Fig. 1: power grid
(1.5 px per um) Pins as bars on the die edge. Tap cells in grey.
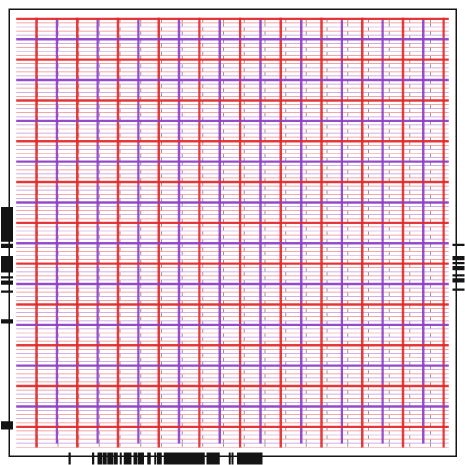
Fig. 2: placed cells, one colour a class
(1.5 px per um) Fill, decap, tap and diode cells in grey.
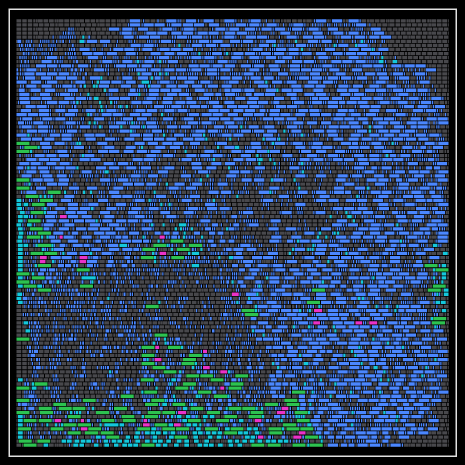
Fig. 3: clock distribution
(1 px per um)
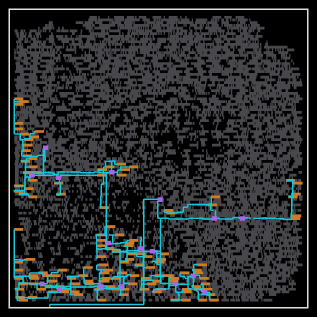
[src/rtl/e_mdu.sv]
// Multiply/divide unit with HI/LO registers; mult/multu busy MULT_CYCLES, div/divu busy DIV_CYCLES (divider only if MDU_DIV_EN).
// Latency: result in HI/LO the cycle busy reads low; mthi/mtlo write HI/LO at the next edge when idle.
// Backpressure: none queued; start/mthi/mtlo presented while busy are dropped.
module e_mdu #(
    parameter int WIDTH       = 32,
    parameter int MULT_CYCLES = 5,
    parameter int DIV_CYCLES  = 10
) (
    input  logic             clk,
    input  logic             reset,
    input  logic [WIDTH-1:0] A,
    input  logic [WIDTH-1:0] B,
    input  logic [3:0]       MDUop,
    input  logic             start,
    output logic             busy,
    output logic [WIDTH-1:0] HI,
    output logic [WIDTH-1:0] LO
);

    localparam logic [3:0] OP_MULT  = 4'd1;
    localparam logic [3:0] OP_MULTU = 4'd2;
    localparam logic [3:0] OP_DIV   = 4'd3;
    localparam logic [3:0] OP_DIVU  = 4'd4;
    localparam logic [3:0] OP_MTHI  = 4'd5;
    localparam logic [3:0] OP_MTLO  = 4'd6;

    localparam int MAXC = (MULT_CYCLES > DIV_CYCLES) ? MULT_CYCLES : DIV_CYCLES;
    localparam int CW   = (MAXC > 1) ? $clog2(MAXC) : 1;
    localparam logic [CW-1:0] MUL_LOAD = CW'(MULT_CYCLES - 1);
    localparam logic [CW-1:0] DIV_LOAD = CW'(DIV_CYCLES - 1);

    logic [CW-1:0]    cnt;
    logic [3:0]       op_q;
    logic [WIDTH-1:0] a_q, b_q;

    logic is_mul, is_div, launch, done;

    assign is_mul = (MDUop == OP_MULT) || (MDUop == OP_MULTU);
`ifdef MDU_DIV_EN
    assign is_div = (MDUop == OP_DIV) || (MDUop == OP_DIVU);
`else
    assign is_div = 1'b0;
`endif
    assign launch = start && !busy && (is_mul || is_div);
    assign done   = busy && (cnt == '0);

    // Sign-extending both operands to 2*WIDTH makes the low 2*WIDTH bits of an unsigned
    // multiply equal the signed product, so one multiplier serves mult and multu.
    logic                 mul_sgn;
    logic [2*WIDTH-1:0]   a_ext, b_ext, prod;

    assign mul_sgn = (op_q == OP_MULT);
    assign a_ext   = {{WIDTH{mul_sgn & a_q[WIDTH-1]}}, a_q};
    assign b_ext   = {{WIDTH{mul_sgn & b_q[WIDTH-1]}}, b_q};
    assign prod    = a_ext * b_ext;

`ifdef MDU_DIV_EN
    logic             a_neg, b_neg, b_zero;
    logic [WIDTH-1:0] a_mag, b_mag, divisor, q_mag, r_mag, quo, rem;

    // Divide magnitudes then restore signs: quotient truncates toward zero, remainder
    // follows the dividend. MIN / -1 falls out as MIN with remainder 0.
    assign a_neg   = (op_q == OP_DIV) && a_q[WIDTH-1];
    assign b_neg   = (op_q == OP_DIV) && b_q[WIDTH-1];
    assign a_mag   = a_neg ? -a_q : a_q;
    assign b_mag   = b_neg ? -b_q : b_q;
    assign b_zero  = (b_q == '0);
    assign divisor = b_zero ? WIDTH'(1) : b_mag;
    assign q_mag   = a_mag / divisor;
    assign r_mag   = a_mag % divisor;
    assign quo     = (a_neg ^ b_neg) ? -q_mag : q_mag;
    assign rem     = a_neg ? -r_mag : r_mag;
`endif

    logic             res_wr;
    logic [WIDTH-1:0] res_hi, res_lo;

    always_comb begin
        res_wr = 1'b1;
        res_hi = prod[2*WIDTH-1:WIDTH];
        res_lo = prod[WIDTH-1:0];
`ifdef MDU_DIV_EN
        if ((op_q == OP_DIV) || (op_q == OP_DIVU)) begin
            res_wr = !b_zero;
            res_hi = rem;
            res_lo = quo;
        end
`endif
    end

    always_ff @(posedge clk or posedge reset) begin
        if (reset) begin
            busy <= 1'b0;
            cnt  <= '0;
            op_q <= '0;
            a_q  <= '0;
            b_q  <= '0;
            HI   <= '0;
            LO   <= '0;
        end else begin
            if (launch) begin
                busy <= 1'b1;
                cnt  <= is_div ? DIV_LOAD : MUL_LOAD;
                op_q <= MDUop;
                a_q  <= A;
                b_q  <= B;
            end else if (done) begin
                busy <= 1'b0;
                if (res_wr) begin
                    HI <= res_hi;
                    LO <= res_lo;
                end
            end else if (busy) begin
                cnt <= cnt - 1'b1;
            end

            if (!busy && (MDUop == OP_MTHI)) HI <= A;
            if (!busy && (MDUop == OP_MTLO)) LO <= A;
        end
    end

endmodule

[config.mk]
export PLATFORM = sky130hd
export DESIGN_NAME = e_mdu
export DESIGN_NICKNAME = d
export VERILOG_FILES = /design/src/rtl/e_mdu.sv
export SDC_FILE = /design/constraint.sdc
export NUM_CORES = 2
export LEC_CHECK = 0
export ABC_AREA = 1
export CAP_MARGIN = 20
export CORE_MARGIN = 4
export CORE_UTILIZATION = 55
export CTS_BUF_LIST = sky130_fd_sc_hd__clkbuf_4 sky130_fd_sc_hd__clkbuf_8
export DETAILED_ROUTE_END_ITERATION = 16
export GPL_TIMING_DRIVEN = 0
export MAX_ROUTING_LAYER = met4
export PLACE_DENSITY = 0.72
export SYNTH_ARGS = -nofsm -noshare
export SYNTH_HDL_FRONTEND = slang
export SYNTH_SLANG_ARGS = --single-unit
[constraint.sdc]
create_clock -name clk -period 11.7 [get_ports clk]
set_input_delay 2.34 -clock clk [delete_from_list [all_inputs] [get_ports clk]]
set_output_delay 2.34 -clock clk [all_outputs]
set_load 0.01 [all_outputs]
==> notes.md <==
flow finished, numbers: Final Net Count ~7400, CTS tree done, max_slew headroom ~20%, Slowest-stage cell, CP fa_1, first-pass GRT wire length approximately 250000 um, outcome completed, Layout area overhead 7.09%, unrepaired setup endpoints after global routing no, Fin Setup TNS 0 ns, Placed Area slightly below 50000 um^2, arrival time at the worst endpoint 10.61 ns, final setup violation count 0, initial antenna violation count 6, # clock sinks 137, setup bufs post-CTS 0, routed wire length ~170000 um, Critical Path RT between 10 and 15 ns, slew of the pin with the lowest slew margin between 1 and 1.5 ns, DP HPWL roughly 150000 um, Syn Inst Count between 5000 and 6000, routed len/inst 24.0 um, fin crit period 10.17 ns, Post-DRT Antenna Nets 0, Buffers on Ports ~140, yosys cell count 5827, Crit path largest cell delay around 1.1 ns, row cnt between 100 and 150, post-layout util between 50% and 60%, Core ar. just over 80000 um^2, kind of critical path reg -> reg, fmax 98.3 MHz, total gr overflow 0, Hold Crit Class reg -> reg, CTS clk-pin slew, worst paths 0.10 ns, CTS Buffer Depth 2, Die ar. slightly below 90000 um^2, vias in the first global route 39400, ys flops roughly 140, Root Buffer clkbuf_8, Top cell by count, worst path fa_1, reg2reg setup slack ~1.5 ns, Worst setup SP type flip-flop, Worst Setup End Kind flip-flop, Ys Warns 0, Async SR Flop Fraction 100%, tool warnings 27, vias per std cell 5.43, dominant synthesized flop cell dfrtp_1, WHS Endpoint LO[5]
## Picture notes: Fig. 1
Key: red = VSS; purple = VDD
The core has 105 rows. 21 straps on met4.

## Picture notes: Fig. 2
Key: blue = remaining logic cells [cells 5396]; cyan = remaining buffers and delay cells [cells 436]; magenta = clock drivers and dummy loads [cells 32]; green = registers [cells 137]

## Picture notes: Fig. 3
Key: cyan = clock wires [length 2440 um]; orange = flip-flops [count 137]; purple = clock-net drivers [count 17]
There are 18 routed clock nets.
clk ins delay skew pair: 0.56 ns
clock skew: 0.0243 ns

kinds of logic after synthesis:
group | share of synthesized area [%]
buffers and inverters | 16.4
AND-OR/OR-AND | 3.06
adder cells (fa/ha/maj) | 54.9
AND/OR/NAND/NOR | 17.9
flip-flops | 7.47
XOR/XNOR | 0.229
sequential cells by signal, indices dropped and copies added, names as in the netlist:
| register | cells |
|---|---|
| HI | 32 |
| a_q | 32 |
| op_q | 4 |
| b_q | 32 |
| cnt | 4 |
| LO | 32 |
| busy | 1 |
cells in the mapped netlist, drive strengths merged (8+ instances only):
cell type	n	area (um^2)
or2	8	50.1
buf	19	93.8
nand2	1724	6500
inv	1712	6430
nor3	15	85.1
o21bai	20	158
fa	1125	22500
clkbuf	275	1030
nor2	197	795
o21ai	116	581
a21oi	83	430
o211ai	16	120
nand3	114	631
nand4	19	125
ha	214	2680
dfrtp	137	3430
xnor2	11	96.3
o221ai	9	78.8
cell type report:
| type | instances | area [um^2] |
|---|---|---|
| repair buffers | 142 | 1480 |
| diodes | 6 | 15.0 |
| inverters | 1712 | 6430 |
| clock inverters | 15 | 180 |
| flip-flops and latches | 137 | 3430 |
| plain buffers | 294 | 1130 |
| clock buffers | 17 | 234 |
| multi-input cells | 3684 | 34900 |
| fillers | 7648 | 33200 |
| well taps | 1070 | 1340 |
worst max path at each step:
stage,startpoint,to,slack (ns),cells after the start
after floorplan,op_q[0],HI[19],4.34,32
after global placement,op_q[0],HI[22],1.72,30
after detailed placement,op_q[0],HI[22],1.66,30
after CTS,op_q[0],HI[22],1.62,30
after global routing,op_q[0],HI[22],1.04,30
final,op_q[0],HI[22],1.53,30
worst max-delay path: cells and delay by family, from the launching register on:
family	cells	cell delay (ns)
adders and majority gates	9	5.59
buffers and inverters	8	2.30
DFF	1	0.37
and+or+nand+nor	13	1.77
metal layers:
metal / routed length, um / global-route usage (%) / part of all wire (%) / vias up
li1: - / - / - / 16600
met5: 0 / - / 0 / -
met4: 10000 / 18.6 / 5.9 / 0
met2: 75900 / 60.3 / 45 / 2085
met1: 65100 / 53.0 / 38 / 19400
met3: 18900 / 10.2 / 11 / 379
stage by stage:
| step | std cells | setup slack, ns | hold slack [ns] |
|---|---|---|---|
| 6_report | 7077 | 1.53 | 0.501 |
| 5_1_grt | 7077 | 1.04 | 0.529 |
| 4_1_cts | 7069 | 1.62 | 0.495 |
| 3_5_place_dp | 7037 | 1.66 | 0.472 |
| 3_3_place_gp | 7032 | 1.72 | 0.466 |
| 2_1_floorplan | 5827 | 4.34 | 0.451 |
